**config.mk**
```make
export PLATFORM = sky130hd
export DESIGN_NAME = fetch_unit
export DESIGN_NICKNAME = d
export VERILOG_FILES = /design/src/rtl/fetch_unit.sv
export SDC_FILE = /design/constraint.sdc
export NUM_CORES = 1
export LEC_CHECK = 0
export CAP_MARGIN = 30
export CORE_UTILIZATION = 57
export CTS_BUF_LIST = sky130_fd_sc_hd__clkbuf_16
export DETAILED_ROUTE_END_ITERATION = 10
export HOLD_SLACK_MARGIN = 0.06
export PLACE_DENSITY = 0.8
export SYNTH_ARGS = -nofsm -noshare
export SYNTH_HDL_FRONTEND = slang
export SYNTH_SLANG_ARGS = --single-unit
```
**constraint.sdc**
```tcl
create_clock -name clock -period 7.1 [get_ports clock]
set_clock_uncertainty 0.05 [all_clocks]
set_input_delay 1.42 -clock clock [delete_from_list [all_inputs] [get_ports clock]]
set_output_delay 1.42 -clock clock [all_outputs]
set_load 0.03 [all_outputs]
```
**src/rtl/fetch_unit.sv**
```systemverilog
// Decoupled fetch stage: sequential imem requests under a DEPTH credit limit, in-order
// responses buffered in a {pc, inst} queue for decode. Optional macro FETCH_BYPASS_EN.
module fetch_unit #(
   parameter int              XLEN     = 32,
   parameter int              DEPTH    = 4,
   parameter logic [XLEN-1:0] RESET_PC = '0
) (
   input  logic            clock,
   input  logic            reset,
   input  logic            redirect,
   input  logic [XLEN-1:0] redirect_pc,
   output logic            imem_req,
   output logic [XLEN-1:0] imem_addr,
   input  logic            imem_gnt,
   input  logic            imem_rvalid,
   input  logic [XLEN-1:0] imem_rdata,
   output logic            id_valid,
   input  logic            id_ready,
   output logic [XLEN-1:0] id_pc,
   output logic [XLEN-1:0] id_inst
);
   localparam int            AW      = $clog2(DEPTH);
   localparam int            CW      = AW + 1;
   localparam logic [CW:0]   DEPTH_C = (CW+1)'(DEPTH);

   logic [XLEN-1:0] fetch_pc_q, fetch_pc_d;
   logic [CW-1:0]   inflight_q, inflight_d;
   logic [CW-1:0]   discard_q, discard_d;
   logic [CW-1:0]   count_q, count_d;
   logic [AW-1:0]   rd_ptr_q, rd_ptr_d, wr_ptr_q, wr_ptr_d;
   logic [AW-1:0]   ipc_rd_q, ipc_rd_d, ipc_wr_q, ipc_wr_d;

   logic [XLEN-1:0] q_pc_mem   [DEPTH];
   logic [XLEN-1:0] q_inst_mem [DEPTH];
   logic [XLEN-1:0] ipc_mem    [DEPTH];

   logic [CW:0]     credit_used;
   logic            head_valid, resp_keep, grant_fire, push, pop, bypass_fire;
   logic [XLEN-1:0] resp_pc;

   assign resp_pc     = ipc_mem[ipc_rd_q];
   assign head_valid  = (count_q != '0);
   assign credit_used = {1'b0, count_q} + {1'b0, inflight_q};
   assign imem_req    = !redirect && (credit_used < DEPTH_C);
   assign imem_addr   = fetch_pc_q;
   assign grant_fire  = imem_req && imem_gnt;
   // Responses owed to a pre-redirect stream, or arriving during a redirect, are dropped.
   assign resp_keep   = imem_rvalid && (discard_q == '0) && !redirect;

   always_comb begin
      id_valid    = head_valid && !redirect;
      id_pc       = head_valid ? q_pc_mem[rd_ptr_q]   : '0;
      id_inst     = head_valid ? q_inst_mem[rd_ptr_q] : '0;
      bypass_fire = 1'b0;
`ifdef FETCH_BYPASS_EN
      if (!head_valid && resp_keep) begin
         id_valid    = 1'b1;
         id_pc       = resp_pc;
         id_inst     = imem_rdata;
         bypass_fire = id_ready;
      end
`endif
   end

   assign pop  = head_valid && id_valid && id_ready;
   assign push = resp_keep && !bypass_fire;

   always_comb begin
      fetch_pc_d = fetch_pc_q;
      inflight_d = inflight_q + CW'(grant_fire) - CW'(imem_rvalid);
      discard_d  = discard_q - CW'(imem_rvalid && (discard_q != '0));
      count_d    = count_q + CW'(push) - CW'(pop);
      rd_ptr_d   = rd_ptr_q + AW'(pop);
      wr_ptr_d   = wr_ptr_q + AW'(push);
      ipc_wr_d   = ipc_wr_q + AW'(grant_fire);
      ipc_rd_d   = ipc_rd_q + AW'(imem_rvalid);
      if (grant_fire) begin
         fetch_pc_d = fetch_pc_q + XLEN'(4);
      end
      if (redirect) begin
         // Everything still outstanding after this cycle belongs to the old stream.
         fetch_pc_d = redirect_pc & ~(XLEN'(3));
         discard_d  = inflight_q - CW'(imem_rvalid);
         count_d    = '0;
         rd_ptr_d   = '0;
         wr_ptr_d   = '0;
      end
   end

   always_ff @(posedge clock or posedge reset) begin
      if (reset) begin
         fetch_pc_q <= RESET_PC;
         inflight_q <= '0;
         discard_q  <= '0;
         count_q    <= '0;
         rd_ptr_q   <= '0;
         wr_ptr_q   <= '0;
         ipc_rd_q   <= '0;
         ipc_wr_q   <= '0;
      end else begin
         fetch_pc_q <= fetch_pc_d;
         inflight_q <= inflight_d;
         discard_q  <= discard_d;
         count_q    <= count_d;
         rd_ptr_q   <= rd_ptr_d;
         wr_ptr_q   <= wr_ptr_d;
         ipc_rd_q   <= ipc_rd_d;
         ipc_wr_q   <= ipc_wr_d;
      end
   end

   always_ff @(posedge clock) begin
      if (grant_fire) begin
         ipc_mem[ipc_wr_q] <= fetch_pc_q;
      end
      if (push) begin
         q_pc_mem[wr_ptr_q]   <= resp_pc;
         q_inst_mem[wr_ptr_q] <= imem_rdata;
      end
   end
endmodule

```
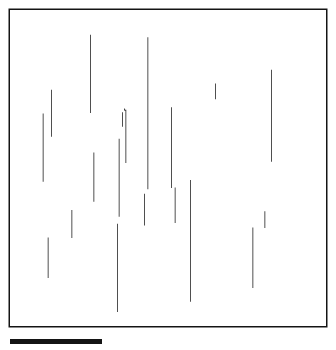
run_1/met4.png
Bar = 50 um.
nets with wire on the layer: 10
main direction: vertical
share of all routed wire: 2.0%

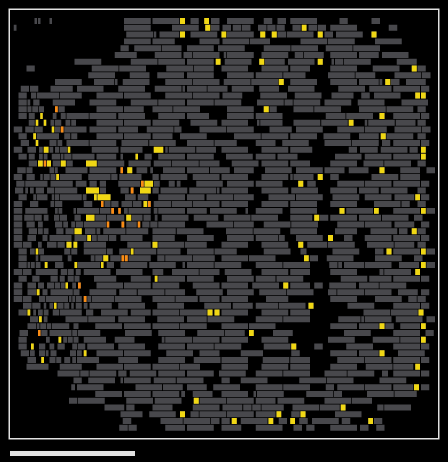
run_1/gate_families.png
Bar = 50 um.
[orange] inverters | cells: 18 | where: middle left
[yellow] NOR gates | cells: 107 | where: all over the die

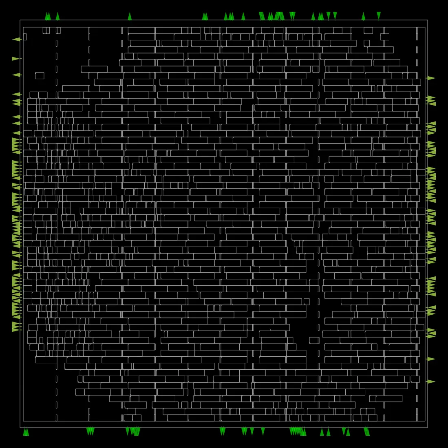
run_1/final_placement.png
row count: 61
final std cells w/o fill: 1438
Core Util, Final: 0.707
filler cell count: 1757
Flops: 415

==> results.toml, run 1 <==
# implementation run metrics
[clocking]
clock-root-buffer = "clkbuf_16"
cts_resized = 0
h-tree-depth = 2
cts.sinks = 415
clockBufferDepth = 3

[synthesis]
synth-area-yosys_mm2 = 0.0164
ys_sh_adder = 0.0139
syn_avg_cell_area_um2 = 19.3
synthTopLogicFamily = "multiplexers"
ys_seq_elements = 415
ys_seq_share = 0.745
yosys.area_share.aoi = 0.0198
synthArstFlopShare = 0.113

[cells_and_area]
lay_top_count = "edfxtp_1"
diodes = 0
dominant_cells = "sequential cells"
comb_share = 0.201
largestRegisters = "q_inst_mem: 128 flops, ipc_mem: 120 flops, q_pc_mem: 120 flops"
n_all_buffers = 178
area_growth_pct = 21.0
regArea_mm2 = 0.0122
multiInputCombCellCount = 375
inv_count = 18
sh_seq_area = 0.616
lay_top_cells = "edfxtp_1, clkdlybuf4s50_1, mux4_2"
drive_above_1_share = 0.173

[power]
power-top-group = "sequential cells"
intPower_mw = 5.00
p_sw_mw = 2.15

[drt]
vias_per_cell = 5.89
drtIter0Drc = 718
wl_per_cell_um = 21.9
ant_nets = 0
drcViolationCount = 0

[critical_path]
reg2reg_slack_ns = 3.85
critPathLaunch = "redirect"
reg2reg_depth = 11
r2r-start = "inflight_q[2]"
cp-start-kind = "primary input"
critPathSlowestCell = "clkinv_1"
critPathKind = "primary input to primary output"
cp.arrival_ns = 3.80
crit_path_end_kind = "primary output"
path_buffers = 4

[grt]
grt_max_degree = 64
grtUsageTotal = 0.221
grt_pass1_wl_um = 48200
grt_pass1_vias = 8553
use_met2 = 0.360

[place]
dp_cells = 1364
preCtsSetupSlack_ns = 1.86
postPlaceCellArea_mm2 = 0.0186

[flow_run]
openroad.warnings = 28

[sta]
setup_viol = 0
setup_ws_ns = 1.83
hold_slack_ns = 0.513
hold_violations = 0
period_minus_slack_ns = 5.27

[min_path]
whs_path_depth = 1
holdCritStartpoint = "ipc_wr_q[1]"

[floorplanning]
die_h_um = 172

[outcome]
status = "finished, final reports clean"
==> run 2: changes to the inputs <==
- CORE_UTILIZATION: 57 -> 51
- PLACE_DENSITY: 0.8 -> 0.76
- clock period: 7.1 -> 4.22 ns (I/O delays scaled with it)
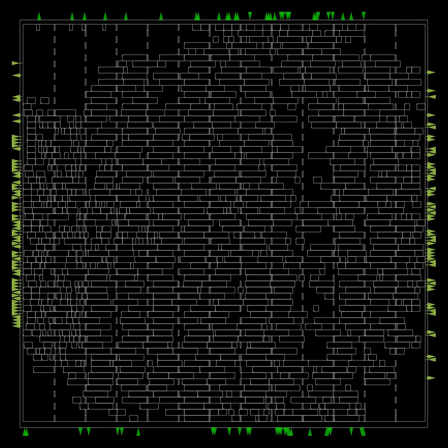
run_2/final_placement.png
row count: 65
Seq area share: 0.610
Core Util, Final: 0.634

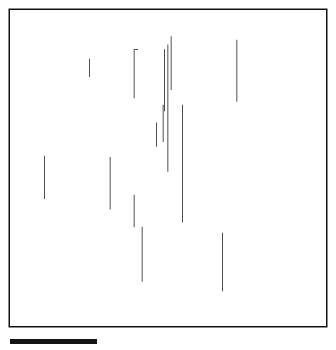
run_2/met4.png
Bar = 50 um.
vias: 8419
final wirelength: 31300 um

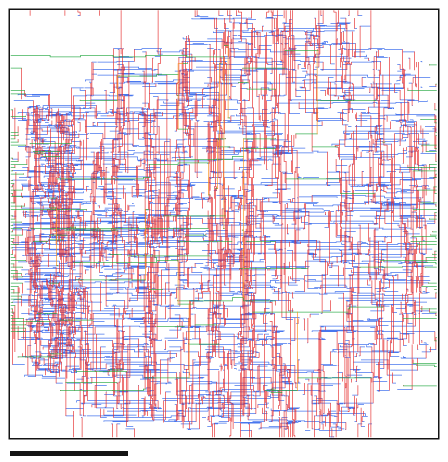
run_2/metal_stack.png
Bar = 50 um.
[green] met3 | wire length: 1620 um
[orange] met4 | wire length: 453 um
[red] met2 | wire length: 15500 um
[blue] met1 | wire length: 13800 um

==> run 2 against run 1 <==
  * First-iteration DRC count shrank 18%
  * Highest routed layer unchanged
  * Setup slack lost 1.3 ns
  * Synthesized area unchanged
  * Sequential share of layout area decreased by 0.60 points
  * Design area increased by 0.98%
  * Routed wire length down 0.72%
==> results.toml, run 2 <==
# implementation run metrics
[clocking]
cts_tree = "done"
cts_resized = 0
clock-root-buffer = "clkbuf_16"
post_cts_buffers = 0
h-tree-depth = 2
cts.sinks = 415
clockBufferDepth = 3

[synthesis]
synth-area-yosys_mm2 = 0.0164
ys_sh_adder = 0.0139
synthTopLogicFamily = "multiplexers"
ys_seq_elements = 415
synthArstFlopShare = 0.113
yosys.area_share.aoi = 0.0198
syn_inst = 849
simple_gate_area_frac = 0.0675
ys_seq_share = 0.745
synth_area_mm2 = 0.0164
syn_avg_cell_area_um2 = 19.3
synthTopCellsByArea = "edfxtp_1, mux4_2, dfrtp_1, nor2b_1, ha_1"
synth_dominant_cell_count = "edfxtp_1"

[drt]
vias_per_cell = 5.71
drtIter0Drc = 592
wl_per_cell_um = 21.2
ant_nets = 0
drcViolationCount = 0

[floorplanning]
core_mm2 = 0.0316
die_h_um = 181
fp-utilization = 0.519

[critical_path]
critPathMaxFanout = 26
reg2reg_depth = 11
critPathSlowestCell = "dfrtp_4"
critPathLaunch = "rd_ptr_q[0]"
reg2reg_slack_ns = 1.26
cp-start-kind = "flop"
cp.arrival_ns = 2.82
required_ns = 3.33
path_buffers = 2
critPathKind = "flop to primary output"
r2r-start = "inflight_q[2]"

[cells_and_area]
comb_share = 0.201
largestRegisters = "q_inst_mem: 128 flops, ipc_mem: 120 flops, q_pc_mem: 120 flops"
fillCellCount = 2152
lay_top_count = "edfxtp_1"
flops = 415
final_nets = 1126
drive_above_1_share = 0.185
dominant_cells = "sequential cells"
largest_reg_flops = 128
regArea_mm2 = 0.0122
multiInputCombCellCount = 375
nClkBuffers = 43
inv_count = 18
area_growth_pct = 22.2
stdcell_count = 1474
lay_top_cells = "edfxtp_1, clkdlybuf4s50_1, mux4_2"
clk_share = 0.0647

[power]
power-top-group = "sequential cells"
intPower_mw = 8.44
p_sw_mw = 3.73
total_power_mw = 12.2

[sta]
period_minus_slack_ns = 3.71
hold_violations = 0
fin_crit_sh = 0.880
setup_ws_ns = 0.506
setup_viol = 0
hold_slack_ns = 0.420

[grt]
grt_max_degree = 63
use_met2 = 0.324
grt_pass1_vias = 8723
grtUsageTotal = 0.195
grt_pass1_wl_um = 49100
top_usage_layer = "met2"
antenna_found_initial = 0

[min_path]
min_path_type = "flop to flop"
holdCritStartpoint = "ipc_rd_q[1]"

[place]
postPlaceCellArea_mm2 = 0.0188
preCtsSetupSlack_ns = 0.757

[outcome]
status = "finished, final reports clean"
No activity file was given, so power comes from the tool's default toggle rates.
